===== config.mk =====
export PLATFORM = sky130hd
export DESIGN_NAME = mdu_sequencer_flat
export DESIGN_NICKNAME = d
export VERILOG_FILES = /design/src/rtl/mdu_pkg.sv /design/src/rtl/mdu_sequencer_if.sv /design/src/rtl/mdu_div_step.sv /design/src/rtl/mdu_sequencer.sv /design/src/flat_wrapper.sv
export SDC_FILE = /design/constraint.sdc
export NUM_CORES = 1
export LEC_CHECK = 0
export ABC_AREA = 1
export ABC_CLOCK_PERIOD_IN_PS = 8000
export CAP_MARGIN = 20
export CORE_MARGIN = 2
export CORE_UTILIZATION = 55
export CTS_BUF_LIST = sky130_fd_sc_hd__clkbuf_4
export DETAILED_ROUTE_END_ITERATION = 7
export PLACE_DENSITY = 0.83
export SLEW_MARGIN = 20
export SYNTH_ARGS = -nofsm -noshare
export SYNTH_HDL_FRONTEND = slang
export SYNTH_SLANG_ARGS = --single-unit

===== constraint.sdc =====
create_clock -name clk -period 8 [get_ports clk]
set_clock_uncertainty 0.15 [all_clocks]
set_input_delay 0.8 -clock clk [delete_from_list [all_inputs] [get_ports clk]]
set_output_delay 0.8 -clock clk [all_outputs]
set_load 0.01 [all_outputs]

===== src/rtl/mdu_pkg.sv =====
// Shared types and decode helpers for the RV32M multiply/divide unit.
package mdu_pkg;

  localparam logic [6:0] RV32M_FUN7 = 7'b0000001;

  typedef enum logic [2:0] {
    OP_MUL    = 3'b000,
    OP_MULH   = 3'b001,
    OP_MULHSU = 3'b010,
    OP_MULHU  = 3'b011,
    OP_DIV    = 3'b100,
    OP_DIVU   = 3'b101,
    OP_REM    = 3'b110,
    OP_REMU   = 3'b111
  } mdu_op_e;

  typedef enum logic [1:0] {
    ST_IDLE = 2'b00,
    ST_CALC = 2'b01,
    ST_DONE = 2'b10
  } mdu_state_e;

  function automatic logic op_is_div(input mdu_op_e op);
    return (op inside {OP_DIV, OP_DIVU, OP_REM, OP_REMU});
  endfunction

  function automatic logic op_is_rem(input mdu_op_e op);
    return (op inside {OP_REM, OP_REMU});
  endfunction

  function automatic logic op_rs1_signed(input mdu_op_e op);
    return (op inside {OP_MULH, OP_MULHSU, OP_DIV, OP_REM});
  endfunction

  function automatic logic op_rs2_signed(input mdu_op_e op);
    return (op inside {OP_MULH, OP_DIV, OP_REM});
  endfunction

endpackage


===== src/rtl/mdu_sequencer_if.sv =====
// Execute-stage handshake between the pipeline and the multiply/divide unit.
interface mdu_sequencer_if #(parameter int XLEN = 32) ();

  logic            start_i;
  logic [2:0]      fun3_i;
  logic [XLEN-1:0] rs1_i;
  logic [XLEN-1:0] rs2_i;
  logic            flush_i;
  logic            stall_o;
  logic            busy_o;
  logic            done_o;
  logic [XLEN-1:0] result_o;

  modport master (
    output start_i, fun3_i, rs1_i, rs2_i, flush_i,
    input  stall_o, busy_o, done_o, result_o
  );

  modport slave (
    input  start_i, fun3_i, rs1_i, rs2_i, flush_i,
    output stall_o, busy_o, done_o, result_o
  );

endinterface


===== src/rtl/mdu_div_step.sv =====
// One restoring-division iteration on unsigned magnitudes: shift the next
// dividend bit into the partial remainder, subtract when it fits.
module mdu_div_step #(
  parameter int XLEN = 32
) (
  input  logic [XLEN-1:0] rem_i,
  input  logic [XLEN-1:0] quo_i,
  input  logic [XLEN-1:0] divisor_i,
  output logic [XLEN-1:0] rem_o,
  output logic [XLEN-1:0] quo_o
);

  logic [XLEN:0]   shifted;
  logic [XLEN-1:0] diff;
  logic            fits;

  // trial subtraction; remainder < divisor keeps the difference within XLEN bits
  always_comb begin
    shifted = {rem_i, quo_i[XLEN-1]};
    diff    = shifted[XLEN-1:0] - divisor_i;
    fits    = (shifted >= {1'b0, divisor_i});
    if (fits) begin
      rem_o = diff;
    end else begin
      rem_o = shifted[XLEN-1:0];
    end
    quo_o = {quo_i[XLEN-2:0], fits};
  end

endmodule


===== src/rtl/mdu_sequencer.sv =====
// Iterative RV32M multiply/divide sequencer (IDLE -> CALC -> DONE).
// Optional build macro: MDU_FAST_MUL_EN selects a single-cycle multiplier
// for MUL/MULH/MULHSU/MULHU; divides always iterate.
module mdu_sequencer
  import mdu_pkg::*;
#(
  parameter int XLEN       = 32,
  parameter int MUL_CYCLES = 32
) (
  input logic           clk,
  input logic           rst,
  mdu_sequencer_if.slave bus
);

  localparam int              CNT_W    = (MUL_CYCLES > 1) ? $clog2(MUL_CYCLES) : 1;
  localparam logic [CNT_W-1:0] CNT_LAST = CNT_W'(MUL_CYCLES - 1);
  localparam logic [XLEN-1:0]  INT_MIN  = {1'b1, {(XLEN-1){1'b0}}};

  mdu_state_e       state, state_next;
  logic [CNT_W-1:0] cnt;
  mdu_op_e          op;
  logic             neg;
  logic [XLEN-1:0]  mag;
  logic [XLEN-1:0]  hi, lo;
  logic             busy, done;
  logic [XLEN-1:0]  result;

  mdu_op_e          req_op;
  logic             rs1_neg, rs2_neg;
  logic [XLEN-1:0]  rs1_mag, rs2_mag;
  logic             accept, div_zero, div_ovf, special, fast_sel;
  logic [XLEN-1:0]  special_res;

  logic [XLEN:0]     mul_sum;
  logic [XLEN-1:0]   mul_hi_next, mul_lo_next;
  logic [XLEN-1:0]   div_rem_next, div_quo_next;
  logic [XLEN-1:0]   step_hi, step_lo;
  logic [2*XLEN-1:0] prod, prod_s;
  logic [XLEN-1:0]   final_res;

  assign req_op  = mdu_op_e'(bus.fun3_i);
  assign rs1_neg = op_rs1_signed(req_op) & bus.rs1_i[XLEN-1];
  assign rs2_neg = op_rs2_signed(req_op) & bus.rs2_i[XLEN-1];
  assign rs1_mag = rs1_neg ? (~bus.rs1_i + {{(XLEN-1){1'b0}}, 1'b1}) : bus.rs1_i;
  assign rs2_mag = rs2_neg ? (~bus.rs2_i + {{(XLEN-1){1'b0}}, 1'b1}) : bus.rs2_i;
  assign accept  = (state == ST_IDLE) & bus.start_i & ~bus.flush_i;

  // corner cases resolved at issue without iterating
  always_comb begin
    div_zero    = op_is_div(req_op) && (bus.rs2_i == {XLEN{1'b0}});
    div_ovf     = (req_op inside {OP_DIV, OP_REM}) && (bus.rs1_i == INT_MIN) &&
                  (bus.rs2_i == {XLEN{1'b1}});
    special     = div_zero | div_ovf;
    special_res = {XLEN{1'b0}};
    if (div_zero) begin
      special_res = op_is_rem(req_op) ? bus.rs1_i : {XLEN{1'b1}};
    end else if (div_ovf) begin
      special_res = op_is_rem(req_op) ? {XLEN{1'b0}} : INT_MIN;
    end else begin
      special_res = {XLEN{1'b0}};
    end
  end

`ifdef MDU_FAST_MUL_EN
  logic [2*XLEN-1:0] fast_prod;
  logic [XLEN-1:0]   fast_res;

  // single-cycle signed/unsigned multiply on magnitudes
  always_comb begin
    fast_prod = {{XLEN{1'b0}}, rs1_mag} * {{XLEN{1'b0}}, rs2_mag};
    if (rs1_neg ^ rs2_neg) begin
      fast_prod = ~fast_prod + {{(2*XLEN-1){1'b0}}, 1'b1};
    end else begin
      fast_prod = fast_prod;
    end
    if (req_op == OP_MUL) begin
      fast_res = fast_prod[XLEN-1:0];
    end else begin
      fast_res = fast_prod[2*XLEN-1:XLEN];
    end
  end

  assign fast_sel = ~op_is_div(req_op);
`else
  assign fast_sel = 1'b0;
`endif

  // shift-add multiply iteration: hi accumulates, lo holds the multiplier
  always_comb begin
    mul_sum     = {1'b0, hi} + (lo[0] ? {1'b0, mag} : {(XLEN+1){1'b0}});
    mul_hi_next = mul_sum[XLEN:1];
    mul_lo_next = {mul_sum[0], lo[XLEN-1:1]};
  end

  mdu_div_step #(.XLEN(XLEN)) u_div_step (
    .rem_i     (hi),
    .quo_i     (lo),
    .divisor_i (mag),
    .rem_o     (div_rem_next),
    .quo_o     (div_quo_next)
  );

  // pick the active iteration and form the final signed result from it
  always_comb begin
    if (op_is_div(op)) begin
      step_hi = div_rem_next;
      step_lo = div_quo_next;
    end else begin
      step_hi = mul_hi_next;
      step_lo = mul_lo_next;
    end
    prod   = {step_hi, step_lo};
    prod_s = neg ? (~prod + {{(2*XLEN-1){1'b0}}, 1'b1}) : prod;
    case (op)
      OP_MUL:                       final_res = prod_s[XLEN-1:0];
      OP_MULH, OP_MULHSU, OP_MULHU: final_res = prod_s[2*XLEN-1:XLEN];
      OP_DIV, OP_DIVU:              final_res = neg ? (~step_lo + {{(XLEN-1){1'b0}}, 1'b1}) : step_lo;
      OP_REM, OP_REMU:              final_res = neg ? (~step_hi + {{(XLEN-1){1'b0}}, 1'b1}) : step_hi;
      default:                      final_res = {XLEN{1'b0}};
    endcase
  end

  // state register
  always_ff @(posedge clk) begin
    if (rst) begin
      state <= ST_IDLE;
    end else begin
      state <= state_next;
    end
  end

  // next-state logic; flush overrides everything
  always_comb begin
    state_next = state;
    if (bus.flush_i) begin
      state_next = ST_IDLE;
    end else begin
      case (state)
        ST_IDLE: begin
          if (accept) begin
            state_next = (special | fast_sel) ? ST_DONE : ST_CALC;
          end else begin
            state_next = ST_IDLE;
          end
        end
        ST_CALC: begin
          if (cnt == CNT_LAST) begin
            state_next = ST_DONE;
          end else begin
            state_next = ST_CALC;
          end
        end
        ST_DONE: state_next = ST_IDLE;
        default: state_next = ST_IDLE;
      endcase
    end
  end

  // operand latch, iteration datapath, counter and registered outputs
  always_ff @(posedge clk) begin
    if (rst) begin
      cnt    <= {CNT_W{1'b0}};
      op     <= OP_MUL;
      neg    <= 1'b0;
      mag    <= {XLEN{1'b0}};
      hi     <= {XLEN{1'b0}};
      lo     <= {XLEN{1'b0}};
      busy   <= 1'b0;
      done   <= 1'b0;
      result <= {XLEN{1'b0}};
    end else begin
      done <= 1'b0;
      busy <= (state_next != ST_IDLE);
      case (state)
        ST_IDLE: begin
          if (accept) begin
            op  <= req_op;
            cnt <= {CNT_W{1'b0}};
            neg <= op_is_rem(req_op) ? rs1_neg : (rs1_neg ^ rs2_neg);
            if (special) begin
              result <= special_res;
              done   <= 1'b1;
            end
`ifdef MDU_FAST_MUL_EN
            else if (fast_sel) begin
              result <= fast_res;
              done   <= 1'b1;
            end
`endif
            else if (op_is_div(req_op)) begin
              mag <= rs2_mag;
              hi  <= {XLEN{1'b0}};
              lo  <= rs1_mag;
            end else begin
              mag <= rs1_mag;
              hi  <= {XLEN{1'b0}};
              lo  <= rs2_mag;
            end
          end
        end
        ST_CALC: begin
          if (bus.flush_i) begin
            cnt <= {CNT_W{1'b0}};
          end else begin
            hi  <= step_hi;
            lo  <= step_lo;
            cnt <= cnt + {{(CNT_W-1){1'b0}}, 1'b1};
            if (cnt == CNT_LAST) begin
              result <= final_res;
              done   <= 1'b1;
              cnt    <= {CNT_W{1'b0}};
            end
          end
        end
        default: cnt <= {CNT_W{1'b0}};
      endcase
    end
  end

  assign bus.stall_o  = ~rst & ((bus.start_i & (state == ST_IDLE)) | (state == ST_CALC));
  assign bus.busy_o   = busy;
  assign bus.done_o   = done;
  assign bus.result_o = result;

endmodule


===== src/flat_wrapper.sv =====
// flat-port wrapper written by rule: the top's interface ports become plain ports
module mdu_sequencer_flat import mdu_pkg::*;
#(
  parameter int XLEN       = 32,
  parameter int MUL_CYCLES = 32
)
  (clk, rst, bus_start_i, bus_fun3_i, bus_rs1_i, bus_rs2_i, bus_flush_i, bus_stall_o, bus_busy_o, bus_done_o, bus_result_o);
  mdu_sequencer_if #(.XLEN(XLEN)) bus_i ();
  input logic clk;
  input logic rst;
  input wire logic [$bits(bus_i.start_i)-1:0] bus_start_i;
  input wire logic [$bits(bus_i.fun3_i)-1:0] bus_fun3_i;
  input wire logic [$bits(bus_i.rs1_i)-1:0] bus_rs1_i;
  input wire logic [$bits(bus_i.rs2_i)-1:0] bus_rs2_i;
  input wire logic [$bits(bus_i.flush_i)-1:0] bus_flush_i;
  output wire logic [$bits(bus_i.stall_o)-1:0] bus_stall_o;
  output wire logic [$bits(bus_i.busy_o)-1:0] bus_busy_o;
  output wire logic [$bits(bus_i.done_o)-1:0] bus_done_o;
  output wire logic [$bits(bus_i.result_o)-1:0] bus_result_o;
  assign bus_i.start_i = bus_start_i;
  assign bus_i.fun3_i = bus_fun3_i;
  assign bus_i.rs1_i = bus_rs1_i;
  assign bus_i.rs2_i = bus_rs2_i;
  assign bus_i.flush_i = bus_flush_i;
  assign bus_stall_o = bus_i.stall_o;
  assign bus_busy_o = bus_i.busy_o;
  assign bus_done_o = bus_i.done_o;
  assign bus_result_o = bus_i.result_o;
  mdu_sequencer #(.XLEN(XLEN), .MUL_CYCLES(MUL_CYCLES)) u_core (.clk(clk), .rst(rst), .bus(bus_i));
endmodule

### PDN straps and rails, run 1

The bar under the picture is 50 µm long. Pins as bars on the die edge.
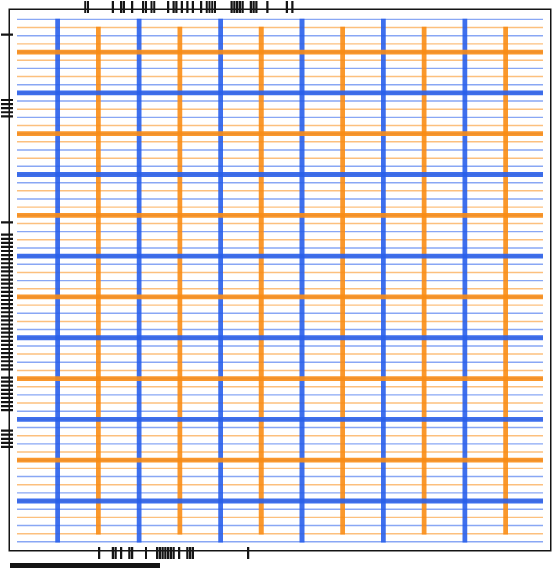
Blue stands for VSS. Orange stands for VDD.
12 straps on met5. 106 signal pins sit on the boundary. The core has 64 rows. 65 met1 rails follow the rows. 12 straps on met4.
Die H: 180 µm
Core Area: 30500 µm²
chip width: 180 µm
VDD IR max: 0.0897 mV

### Cell classes on the final placement, run 1

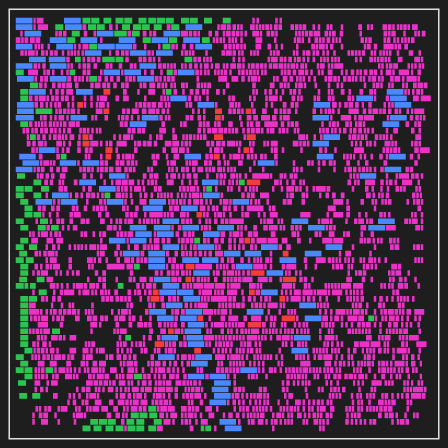
Green stands for other buffers and delay cells, cells 124, share of their area 6.7%. Red stands for clock drivers and dummy loads, cells 32, share of their area 1.7%. Blue stands for flip-flops, cells 141, share of their area 16%. Magenta stands for all other logic, cells 2827, share of their area 76%.
cell area after layout: 18500 µm²
# rows: 64

==> results.json, run 1 <==
{
  "status": "finished, final reports clean",
  "grt_max_degree": 76,
  "startpoint_type": "flop",
  "grt_pass1_wl_mm": 115,
  "drt_iter0_markers": 3275,
  "worst_setup_path_end_kind": "flop",
  "yosysSeqAreaShare": 0.166,
  "slowest_delay_ns": 0.47,
  "grt_pass1_vias": 19800,
  "ant_nets": 0,
  "ys_cells": 3084,
  "synth_top_area_share": 0.189,
  "syn_inst": 3084,
  "cts_tree": "done",
  "cts_resized": 0,
  "crit_type": "flop to flop",
  "fmax_ghz": 0.190,
  "routed_wl_mm": 75.8,
  "leakagePower_nw": 9.27,
  "async_reset_ff_frac": 0,
  "fin_nets": 3254,
  "crit_fanout": 29,
  "hold_buffers": 0,
  "h-tree-depth": 4,
  "hold_violations": 0,
  "place_ws_ns": 2.15,
  "synth.most_common_cell": "nand2_1",
  "setup_viol": 0,
  "warnings": 27,
  "holdPathStages": 2,
  "worstHoldPathType": "flop to flop",
  "timing.hold.ws_ns": 0.330,
  "tns_ns": 0,
  "grt_remaining_overflow": 0,
  "cts_buffers": 17,
  "drive_gt1_frac": 0.0474,
  "syn_avg_cell_area_um2": 5.52,
  "critPathSlowestCell": "nand2_2",
  "edf_count": 0,
  "p_per_area_nw_per_um2": 119,
  "clk_path_buf_depth": 2,
  "maxCapViolCount": 0,
  "required_ns": 8.42,
  "fp_nets": 3227,
  "layout_min_cycle_time_ns": 5.27,
  "clock_sinks": 141,
  "r2r_start": "u_core.mag[8]$_SDFFE_PP0P_",
  "drc": 0,
  "dieArea_um2": 32400,
  "worst_slew_pin_slew_ns": 1.09,
  "finalWorstSetupSlack_ns": 2.73,
  "areaGrowthSynthToFinish_pct": 8.75,
  "reg2reg_depth": 30,
  "cts_root_buf": "clkbuf_4",
  "synth_area_leader_cell": "nand2_1",
  "clk_pin_slew_ns": 0.17,
  "yosys_warnings": 0,
  "gp_congestion": 1.10,
  "viasPerCell": 6.20,
  "rsz0062_at_grt": "no",
  "hpwl_mm": 60.5
}
### Clock wires, drivers and flops, run 1

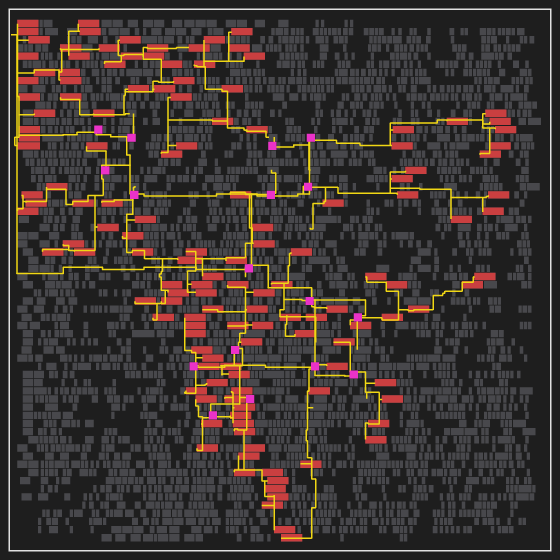
Magenta stands for cells driving clock nets, count 17. Red stands for flip-flops, count 141. Yellow stands for clock wires, length 1980 µm.
Position of the flops: widely spread.
Worst-Skew Late Latency: 0.61 ns
clock power share: 0.232

### Routed metal, one colour a layer, run 1

The bar under the picture is 50 µm long.
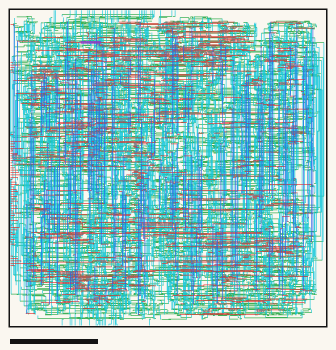
Green stands for met1, wire length 27.3 mm. Blue stands for met4, wire length 6970 µm. Purple stands for met5, wire length 10.1 µm. Red stands for met3, wire length 7950 µm. Cyan stands for met2, wire length 33.6 mm.
routed len/inst: 21.5 µm
vias: 21800

## run 1: layout make-up
type / instances / area [µm²]
antenna: 1 / 2.50
clock buffer: 17 / 128
clock inverter: 15 / 181
fill: 3092 / 12000
inverter: 476 / 1790
multi-input combinational: 2351 / 11900
sequential: 141 / 2830
tap: 396 / 495
timing repair buffer: 124 / 1210
## run 1: cells by family (layout without fill, tap and decap cells)
family | Yosys count | count (layout) | share of synthesized area
other | 0 | 1 | 0
XOR/XNOR | 86 | 86 | 0.0442
buffers and inverters | 592 | 632 | 0.137
AND-OR/OR-AND | 635 | 635 | 0.205
flip-flops | 141 | 141 | 0.166
adder cells (fa/ha/maj) | 72 | 72 | 0.0538
AND/OR/NAND/NOR | 1558 | 1558 | 0.394
## run 1: metrics by stage
stage                      util  cell area [µm²]  power [W]  cells
after floorplan               -            17000    0.00138   3084
after global placement    0.595            18100    0.00165   3485
after detailed placement  0.597            18200    0.00166   3488
after CTS                 0.607            18500    0.00216   3520
after global routing      0.607            18500    0.00231   3521
final                     0.607            18500    0.00221   3521
## run 1: state kept, by name (all words and copies together), names as in the netlist
| register | count |
|---|---|
| u_core.cnt | 5 |
| u_core.state | 2 |
| u_core.neg | 1 |
| u_core.mag | 32 |
| u_core.bus.busy_o | 1 |
| u_core.lo | 32 |
| u_core.bus.done_o | 1 |
| u_core.hi | 32 |
| u_core.op | 3 |
| u_core.bus.result_o | 32 |
## run 1: layer usage
layer / track usage / wire (µm) / vias to the layer above
li1: - / - / 10100
met1: 0.542 / 27300 / 9833
met2: 0.738 / 33600 / 1557
met3: 0.0739 / 7950 / 386
met4: 0.334 / 6970 / 2
met5: 0 / 10 / -
## run 1: cell usage in the layout (no fill, tap or decap), types with 16 or more instances in the layout
| cell | n |
|---|---|
| a21oi_1 | 255 |
| buf_4 | 16 |
| clkbuf_4 | 17 |
| clkdlybuf4s50_1 | 103 |
| dfxtp_1 | 139 |
| ha_1 | 70 |
| inv_1 | 458 |
| nand2_1 | 856 |
| nand2_2 | 21 |
| nand3_1 | 213 |
| nand3b_1 | 25 |
| nand4_1 | 54 |
| nor2_1 | 286 |
| nor2_2 | 24 |
| nor3_1 | 41 |
| o211ai_1 | 31 |
| o21ai_0 | 245 |
| o21ai_1 | 17 |
| xnor2_1 | 24 |
| xor2_1 | 62 |
## run 1: final timing paths
path                            slack (ns)                                    to
worst max-delay path                  2.73  u_core.bus.result_o[16]$_SDFFE_PP0P_
worst min register to register        0.33            u_core.lo[17]$_SDFFE_PP0P_
worst max register to register        2.73  u_core.bus.result_o[16]$_SDFFE_PP0P_
worst min-delay path                  0.33            u_core.lo[17]$_SDFFE_PP0P_
## run 1: power breakdown
group / internal (W) / switching, W
Sequential: 0.000731 / 0.0000336
Clock: 0.000152 / 0.000360
Combinational: 0.000273 / 0.000660
## run 1: critical path: cells and delay by family (launching register included)
kind / cells / cell delay (ns)
buffers and inverters: 3 / 0.18
adders and majority gates: 2 / 0.57
and+or+nand+nor: 21 / 3.29
AOI/OAI and AO/OA: 4 / 0.66
DFF: 1 / 0.37
==> run 2, diff against run 1 <==
--- a/config.mk
+++ b/config.mk
@@ -6,13 +6,13 @@
 export NUM_CORES = 1
 export LEC_CHECK = 0
 export ABC_AREA = 1
-export ABC_CLOCK_PERIOD_IN_PS = 8000
+export ABC_CLOCK_PERIOD_IN_PS = 4370
 export CAP_MARGIN = 20
 export CORE_MARGIN = 2
 export CORE_UTILIZATION = 55
 export CTS_BUF_LIST = sky130_fd_sc_hd__clkbuf_4
 export DETAILED_ROUTE_END_ITERATION = 7
-export PLACE_DENSITY = 0.83
+export PLACE_DENSITY = 0.86
 export SLEW_MARGIN = 20
 export SYNTH_ARGS = -nofsm -noshare
 export SYNTH_HDL_FRONTEND = slang
==> constraint.sdc (replaced) <==
create_clock -name clk -period 4.37 [get_ports clk]
set_clock_uncertainty 0.15 [all_clocks]
set_input_delay 0.437 -clock clk [delete_from_list [all_inputs] [get_ports clk]]
set_output_delay 0.437 -clock clk [all_outputs]
set_load 0.01 [all_outputs]
### Congestion heat map, run 2

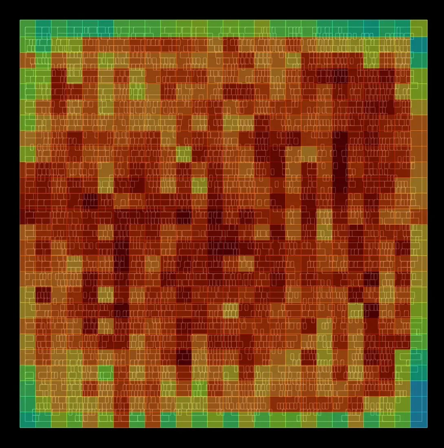
Final Util: 0.632
GRT Util Overall: 0.476
met3 Usage GRT: 0.111

==> run 2 against run 1 <==
Largest cell class unchanged. Sequential share of layout area is 0.48 points lower. Non-clock buffer count is 80 higher. Flip-flop count stayed put. Power is 90% higher. Global-route usage is 2.2 points higher. Final cell count is 2.3% higher. Wire length is 5.0% higher. Count of clock-buffer cells in the layout stayed put. Sequential power is 82% higher. Die size stayed put. Combinational power is 96% higher.
==> results.json, run 2 <==
{
  "cts_tree": "done",
  "placementRows": 64,
  "startpoint_type": "flop",
  "syn_avg_cell_area_um2": 5.52,
  "pin_count": 106,
  "fin_nets": 3334,
  "grt_remaining_overflow": 0,
  "grt_pass1_vias": 20900,
  "status": "finished, final reports clean",
  "ys_cells": 3084,
  "clk_path_buf_depth": 2,
  "numPortBuffers": 105,
  "async_reset_ff_frac": 0,
  "coreArea_um2": 30500,
  "p_sw_w": 0.00195,
  "timing.hold.ws_ns": 0.330,
  "irDropWorstVdd_mv": 0.201,
  "ant_nets": 0,
  "crit_fanout": 8,
  "min_from": "u_core.lo[13]$_SDFFE_PP0P_",
  "clk_pin_slew_ns": 0.15,
  "synth.most_common_cell": "nand2_1",
  "syn_inst": 3084,
  "worst_slew_pin_slew_ns": 0.949,
  "setup_viol": 0,
  "die_h_um": 180,
  "p_comb_frac": 0.436,
  "cts_root_buf": "clkbuf_4",
  "dp.cells": 3562,
  "layout_min_cycle_time_ns": 4.24,
  "synth_top_area_share": 0.189,
  "yosys_warnings": 0,
  "h-tree-depth": 4,
  "grt_pass1_wl_mm": 119,
  "leakagePower_nw": 9.67,
  "required_ns": 4.82,
  "place_area_um2": 18800,
  "viasPerCell": 6.22,
  "final_area_um2": 19300,
  "maxCapViolCount": 0,
  "internal_power_w": 0.00224,
  "drc": 0,
  "p_sw_frac": 0.465,
  "vias": 22400,
  "place_ws_ns": 0.0853,
  "clk_latency_ns": 0.67,
  "wire_per_inst_um": 22.1,
  "crit_type": "flop to flop",
  "finalWorstSetupSlack_ns": 0.132,
  "synth_area_leader_cell": "nand2_1",
  "p_clk_frac": 0.233,
  "gp_congestion": 1.08,
  "r2r_start": "u_core.mag[17]$_SDFFE_PP0P_",
  "areaGrowthSynthToFinish_pct": 13.3,
  "drive_gt1_frac": 0.0862,
  "hold_violations": 0,
  "p_per_area_nw_per_um2": 218,
  "dieArea_um2": 32400,
  "fin_cells": 3602,
  "routed_wl_mm": 79.6,
  "hpwl_mm": 63.7,
  "fmax_ghz": 0.236,
  "warnings": 28,
  "lay_top_cells": "nand2_1 (845), inv_1 (458), nor2_1 (281), a21oi_1 (250), o21ai_0 (241)",
  "edf_count": 0,
  "yosysSeqAreaShare": 0.166,
  "worstHoldPathType": "flop to flop",
  "seqPwrFrac": 0.331,
  "cts_buffers": 17
}
==> run 2: cell counts after synthesis <==
Identical to the previous run, type by type.
==> run 2: repair_timing <==
item,4_1_cts,5_1_grt
endpoints found under the hold margin,2,0
gates resized,0,61
endpoints found under the setup margin,0,29
hold buffers,1,0
setup buffers,0,5
==> run 2: metal layers <==
metal,GRT usage,share of wire,vias to the layer above
li1,-,-,10200
met1,0.549,0.36,10100
met2,0.756,0.43,1640
met3,0.111,0.12,433
met4,0.381,0.096,4
met5,0,0.00018,-
==> run 2: worst max-delay path, stage by stage (launching register included) <==
cell and delay, ns:
dfxtp_1 0.42, inv_1 0.06, ha_1 0.37, nand2_1 0.15
nor2_2 0.18, nand2_1 0.11, nor2_2 0.14, nand2_1 0.07
nor2_2 0.12, nor2_4 0.07, buf_4 0.18, a21oi_1 0.44
nor2_1 0.12, nor2_2 0.14, nand2_1 0.12, nor2_1 0.11
nand3_1 0.20, nand2_2 0.18, inv_2 0.06, nor2_1 0.12
nor2_1 0.05, o21ai_1 0.37, a21oi_1 0.14, nor2_1 0.11
==> run 2: power by group through the flow <==
stage / logic [W] / registers (W) / clock network, W
floorplan: 0.00114 / 0.00139 / 0
global placement: 0.00170 / 0.00141 / 0
detailed placement: 0.00171 / 0.00141 / 0
CTS: 0.00172 / 0.00138 / 0.000971
global route: 0.00196 / 0.00139 / 0.00100
finish: 0.00183 / 0.00139 / 0.000978
==> run 2: stage by stage <==
stage	total power, W	TNS [ns]
6_report	0.00420	0
5_1_grt	0.00436	-0.0470
4_1_cts	0.00408	0
3_5_place_dp	0.00313	0
3_3_place_gp	0.00311	0
2_1_floorplan	0.00253	0
==> run 2: logic make-up after synthesis <==
group,share of synthesized area
xor+xnor,0.0442
compound gates,0.205
flops,0.166
simple gates,0.394
buf+inv,0.137
fa+ha+maj,0.0538
==> run 2: path summary, 6_finish.rpt <==
| kind | end | slack [ns] | depth (start not counted) |
|---|---|---|---|
| max | u_core.bus.result_o[9]$_SDFFE_PP0P_ | 0.13 | 23 |
| min | u_core.lo[13]$_SDFFE_PP0P_ | 0.33 | 2 |
| max reg2reg | u_core.bus.result_o[9]$_SDFFE_PP0P_ | 0.13 | 23 |
| min reg2reg | u_core.lo[13]$_SDFFE_PP0P_ | 0.33 | 2 |
==> run 2: final cells by class <==
class                      count  area [µm²]
multi-input combinational   2351       12000
fill                        3080       11200
sequential                   141        2850
timing repair buffer         204        1810
inverter                     476        1790
tap                          396         495
clock inverter                14         159
clock buffer                  17         128
antenna                        3        7.51
Power and IR drop assume default switching activity.
